## src/rtl/waveform_seq_ctrl.sv

```systemverilog
// rtl/waveform_seq_ctrl.sv - programmable step sequencer driving waveform_gen controls
//
// Purpose: holds a DEPTH-entry table of steps (freq_sel, wave_sel, rec_duty_cyc,
// saw_reverse, dwell) and, once started, applies the steps to the generator
// controls one after another, each for max(dwell,1) clk cycles, with optional
// looping, a level pause and a stop pulse. Owns the generator halt pin.
//
// Ports:
//   clk, rst                  clock, synchronous active-high reset
//   cfg_we/cfg_addr/cfg_*     table write port (freq, wave, duty, rev, dwell)
//   num_steps, loop_en        run length (sampled on start) and wrap enable
//   start, stop, pause        sequence control (stop > start > pause > advance)
//   freq_sel..saw_reverse     registered generator controls
//   halt                      generator halt, high unless running
//   busy, step_idx            RUN/PAUSED indicator, index of applied step
//   step_strobe, done         new-step pulse, non-looping end pulse

module waveform_seq_ctrl #(
    parameter int SEL_WIDTH   = 8,
    parameter int CNT_WIDTH   = 8,
    parameter int DEPTH       = 8,
    parameter int DWELL_WIDTH = 16,
    localparam int AW         = $clog2(DEPTH),
    localparam int NW         = $clog2(DEPTH + 1)
) (
    input  logic                   clk,
    input  logic                   rst,
    input  logic                   cfg_we,
    input  logic [AW-1:0]          cfg_addr,
    input  logic [SEL_WIDTH-1:0]   cfg_freq,
    input  logic [1:0]             cfg_wave,
    input  logic [CNT_WIDTH-1:0]   cfg_duty,
    input  logic                   cfg_rev,
    input  logic [DWELL_WIDTH-1:0] cfg_dwell,
    input  logic [NW-1:0]          num_steps,
    input  logic                   loop_en,
    input  logic                   start,
    input  logic                   stop,
    input  logic                   pause,
    output logic [SEL_WIDTH-1:0]   freq_sel,
    output logic [1:0]             wave_sel,
    output logic [CNT_WIDTH-1:0]   rec_duty_cyc,
    output logic                   saw_reverse,
    output logic                   halt,
    output logic                   busy,
    output logic [AW-1:0]          step_idx,
    output logic                   step_strobe,
    output logic                   done
);

    typedef enum logic [1:0] {
        S_IDLE,
        S_RUN,
        S_PAUSED,
        S_DONE
    } state_t;

    typedef struct packed {
        logic [SEL_WIDTH-1:0]   freq;
        logic [1:0]             wave;
        logic [CNT_WIDTH-1:0]   duty;
        logic                   rev;
        logic [DWELL_WIDTH-1:0] dwell;
    } step_t;

    localparam logic [AW:0]   DEPTH_A = (AW + 1)'(DEPTH);
    localparam logic [NW-1:0] DEPTH_N = NW'(DEPTH);

    step_t                  tab_q [DEPTH];
    step_t                  tab_d [DEPTH];
    state_t                 state_q, state_d;
    logic [DWELL_WIDTH-1:0] cnt_q, cnt_d;
    logic [AW-1:0]          idx_q, idx_d;
    logic [AW-1:0]          last_idx_q, last_idx_d;
    logic [SEL_WIDTH-1:0]   freq_q, freq_d;
    logic [1:0]             wave_q, wave_d;
    logic [CNT_WIDTH-1:0]   duty_q, duty_d;
    logic                   rev_q, rev_d;
    logic                   halt_q, halt_d;
    logic                   busy_q, busy_d;
    logic                   strobe_q, strobe_d;
    logic                   done_q, done_d;

    logic                   load;
    logic [AW-1:0]          load_idx;
    step_t                  ld_step;
    logic [NW-1:0]          n_clamped;
    logic [NW-1:0]          n_minus1;

    // Table write port: lands in the table the cycle after cfg_we.
    always_comb begin
        for (int i = 0; i < DEPTH; i++) begin
            tab_d[i] = tab_q[i];
        end
        if (cfg_we && ({1'b0, cfg_addr} < DEPTH_A)) begin
            tab_d[cfg_addr] = '{freq: cfg_freq, wave: cfg_wave, duty: cfg_duty,
                                rev: cfg_rev, dwell: cfg_dwell};
        end
    end

    always_comb begin
        n_clamped = (num_steps > DEPTH_N) ? DEPTH_N : num_steps;
        n_minus1  = n_clamped - NW'(1);
    end

    always_comb begin
        state_d    = state_q;
        cnt_d      = cnt_q;
        idx_d      = idx_q;
        last_idx_d = last_idx_q;
        freq_d     = freq_q;
        wave_d     = wave_q;
        duty_d     = duty_q;
        rev_d      = rev_q;
        halt_d     = halt_q;
        busy_d     = busy_q;
        strobe_d   = 1'b0;
        done_d     = 1'b0;
        load       = 1'b0;
        load_idx   = '0;
        ld_step    = '0;

        if (stop) begin
            state_d = S_IDLE;
            halt_d  = 1'b1;
            busy_d  = 1'b0;
        end else begin
            case (state_q)
                S_IDLE, S_DONE: begin
                    if (start && (num_steps != '0)) begin
                        load       = 1'b1;
                        load_idx   = '0;
                        last_idx_d = n_minus1[AW-1:0];
                        state_d    = S_RUN;
                        halt_d     = 1'b0;
                        busy_d     = 1'b1;
                    end
                end
                S_RUN: begin
                    if (pause) begin
                        state_d = S_PAUSED;
                        halt_d  = 1'b1;
                    end else if (cnt_q <= DWELL_WIDTH'(1)) begin
                        // Last cycle of the current step.
                        if (idx_q != last_idx_q) begin
                            load     = 1'b1;
                            load_idx = idx_q + AW'(1);
                        end else if (loop_en) begin
                            load     = 1'b1;
                            load_idx = '0;
                        end else begin
                            state_d = S_DONE;
                            halt_d  = 1'b1;
                            busy_d  = 1'b0;
                            done_d  = 1'b1;
                        end
                    end else begin
                        cnt_d = cnt_q - DWELL_WIDTH'(1);
                    end
                end
                S_PAUSED: begin
                    // The resume cycle itself does not consume dwell.
                    if (!pause) begin
                        state_d = S_RUN;
                        halt_d  = 1'b0;
                    end
                end
                default: begin
                    state_d = S_IDLE;
                    halt_d  = 1'b1;
                    busy_d  = 1'b0;
                end
            endcase
        end

        // Step fields reach the outputs only on entry, so later table
        // writes to the active entry wait until it is re-entered.
        if (load) begin
            ld_step  = tab_q[load_idx];
            idx_d    = load_idx;
            freq_d   = ld_step.freq;
            wave_d   = ld_step.wave;
            duty_d   = ld_step.duty;
            rev_d    = ld_step.rev;
            cnt_d    = (ld_step.dwell == '0) ? DWELL_WIDTH'(1) : ld_step.dwell;
            strobe_d = 1'b1;
        end
    end

    always_ff @(posedge clk) begin
        if (rst) begin
            for (int i = 0; i < DEPTH; i++) begin
                tab_q[i] <= '0;
            end
            state_q    <= S_IDLE;
            cnt_q      <= '0;
            idx_q      <= '0;
            last_idx_q <= '0;
            freq_q     <= '0;
            wave_q     <= '0;
            duty_q     <= '0;
            rev_q      <= 1'b0;
            halt_q     <= 1'b1;
            busy_q     <= 1'b0;
            strobe_q   <= 1'b0;
            done_q     <= 1'b0;
        end else begin
            for (int i = 0; i < DEPTH; i++) begin
                tab_q[i] <= tab_d[i];
            end
            state_q    <= state_d;
            cnt_q      <= cnt_d;
            idx_q      <= idx_d;
            last_idx_q <= last_idx_d;
            freq_q     <= freq_d;
            wave_q     <= wave_d;
            duty_q     <= duty_d;
            rev_q      <= rev_d;
            halt_q     <= halt_d;
            busy_q     <= busy_d;
            strobe_q   <= strobe_d;
            done_q     <= done_d;
        end
    end

    assign freq_sel     = freq_q;
    assign wave_sel     = wave_q;
    assign rec_duty_cyc = duty_q;
    assign saw_reverse  = rev_q;
    assign halt         = halt_q;
    assign busy         = busy_q;
    assign step_idx     = idx_q;
    assign step_strobe  = strobe_q;
    assign done         = done_q;

endmodule

```

## config.mk

```make
export PLATFORM = sky130hd
export DESIGN_NAME = waveform_seq_ctrl
export DESIGN_NICKNAME = d
export VERILOG_FILES = /design/src/rtl/waveform_seq_ctrl.sv
export SDC_FILE = /design/constraint.sdc
export NUM_CORES = 1
export LEC_CHECK = 0
export CAP_MARGIN = 10
export CORE_UTILIZATION = 25
export CTS_CLUSTER_SIZE = 8
export DETAILED_ROUTE_END_ITERATION = 8
export PLACE_DENSITY_LB_ADDON = 0.15
export SYNTH_ARGS = -nofsm -noshare
export SYNTH_HDL_FRONTEND = slang
export SYNTH_SLANG_ARGS = --single-unit
```

## constraint.sdc

```tcl
create_clock -name clk -period 6.1 [get_ports clk]
set_input_delay 1.83 -clock clk [delete_from_list [all_inputs] [get_ports clk]]
set_output_delay 1.83 -clock clk [all_outputs]
set_load 0.02 [all_outputs]
```

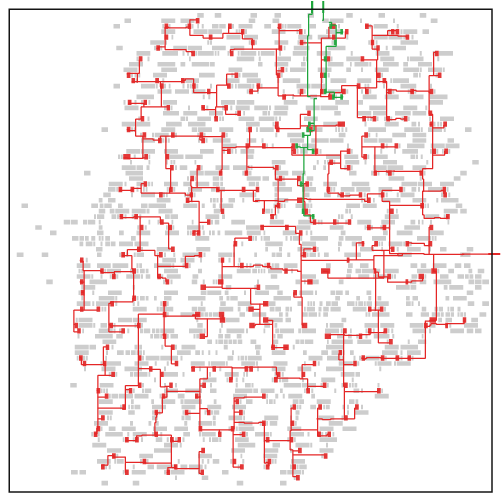
Fig. 1. Nets reached from selected ports.
Scale: 2 px per um.
green -> `cfg_wave`  # bits 2, direction input, edge top, end cells 16, buffers 2, wire 199 um
red -> `rst`  # bits 1, direction input, edge right, end cells 315, buffers 3, wire 3520 um
# port buffers: 74
Ports: 75

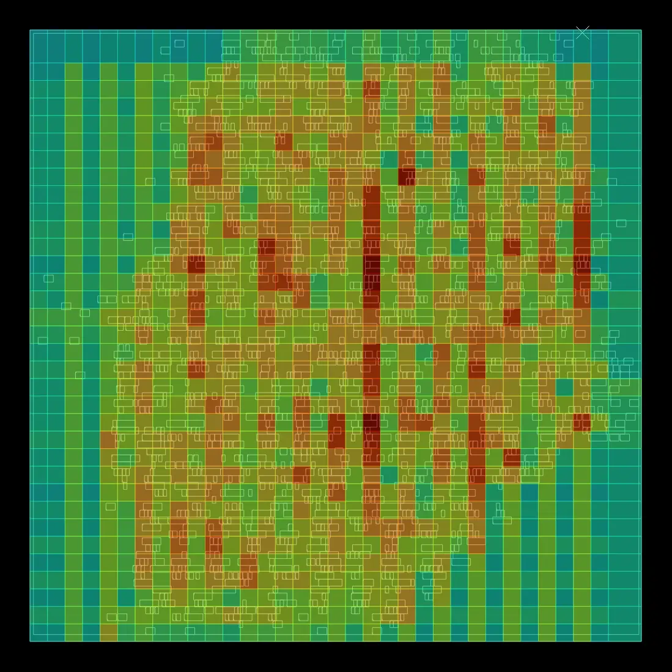
Fig. 2. Congestion heat map.
GR peak layer: met2
post-DR wirelength/cell: 19.3 um
Total GRT Usage: 17.0%
grt met1 use: 24.2%

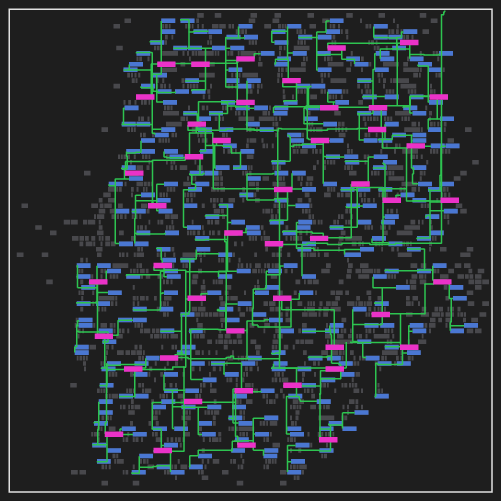
Fig. 3. Routed clock nets over the placement.
Scale: 2 px per um.
green -> clock wires  # length 5000 um
blue -> flip-flops  # count 327
magenta -> clock drivers  # count 46
routed clock nets = 47
Clock power frac: 46.6%
clock insertion delay at the later pin of the skew report: 0.58 ns
clock skew: 0.0360 ns

==> results.toml <==
# synthesis and place-and-route metrics
[global_routing]
met3_usage_pct = 2.72
use_met2_pct = 26.6
grt_pass1_vias = 12000

[yosys]
fp_nets = 1846
synth_cell_type_count = 61
ys_seq_share_pct = 46.0

[cts]
cts_tree = "yes"

[finish]
clockNetworkAreaShare_pct = 7.12
drive_above_1_share_pct = 8.57
postLayoutCoreUtil_pct = 29.8
seq_area_share_pct = 38.9

[detailed_routing]
drc_errors = 1
viasPerCell = 4.84

[outcome]
violations = "design-rule violations"
status = "finished, violations left"

[power]
internal_power_uw = 3650

[timing]
rsz0062_at_grt = "no"

[setup_path]
crit_buf_inv = 2

[floorplan]
dieArea_um2 = 57900
nWellTaps = 756
## registers in the layout (all words and copies together) (netlist names)
signal / count
saw_reverse: 1
rec_duty_cyc: 8
cnt_q: 16
freq_sel: 8
step_strobe: 1
step_idx: 3
wave_sel: 2
busy: 1
last_idx_q: 3
state_q: 2
halt: 1
tab_q: 280
done: 1
## path summary, 6_finish.rpt
check,cells past startpoint,from,end
setup / recovery,9,stop,freq_sel[7]
hold / removal,2,rec_duty_cyc[4],rec_duty_cyc[4]
setup reg to reg,8,cnt_q[8],freq_sel[7]
hold reg to reg,2,rec_duty_cyc[4],rec_duty_cyc[4]
Power figures rest on the tool's default switching activity, not on a simulated workload.
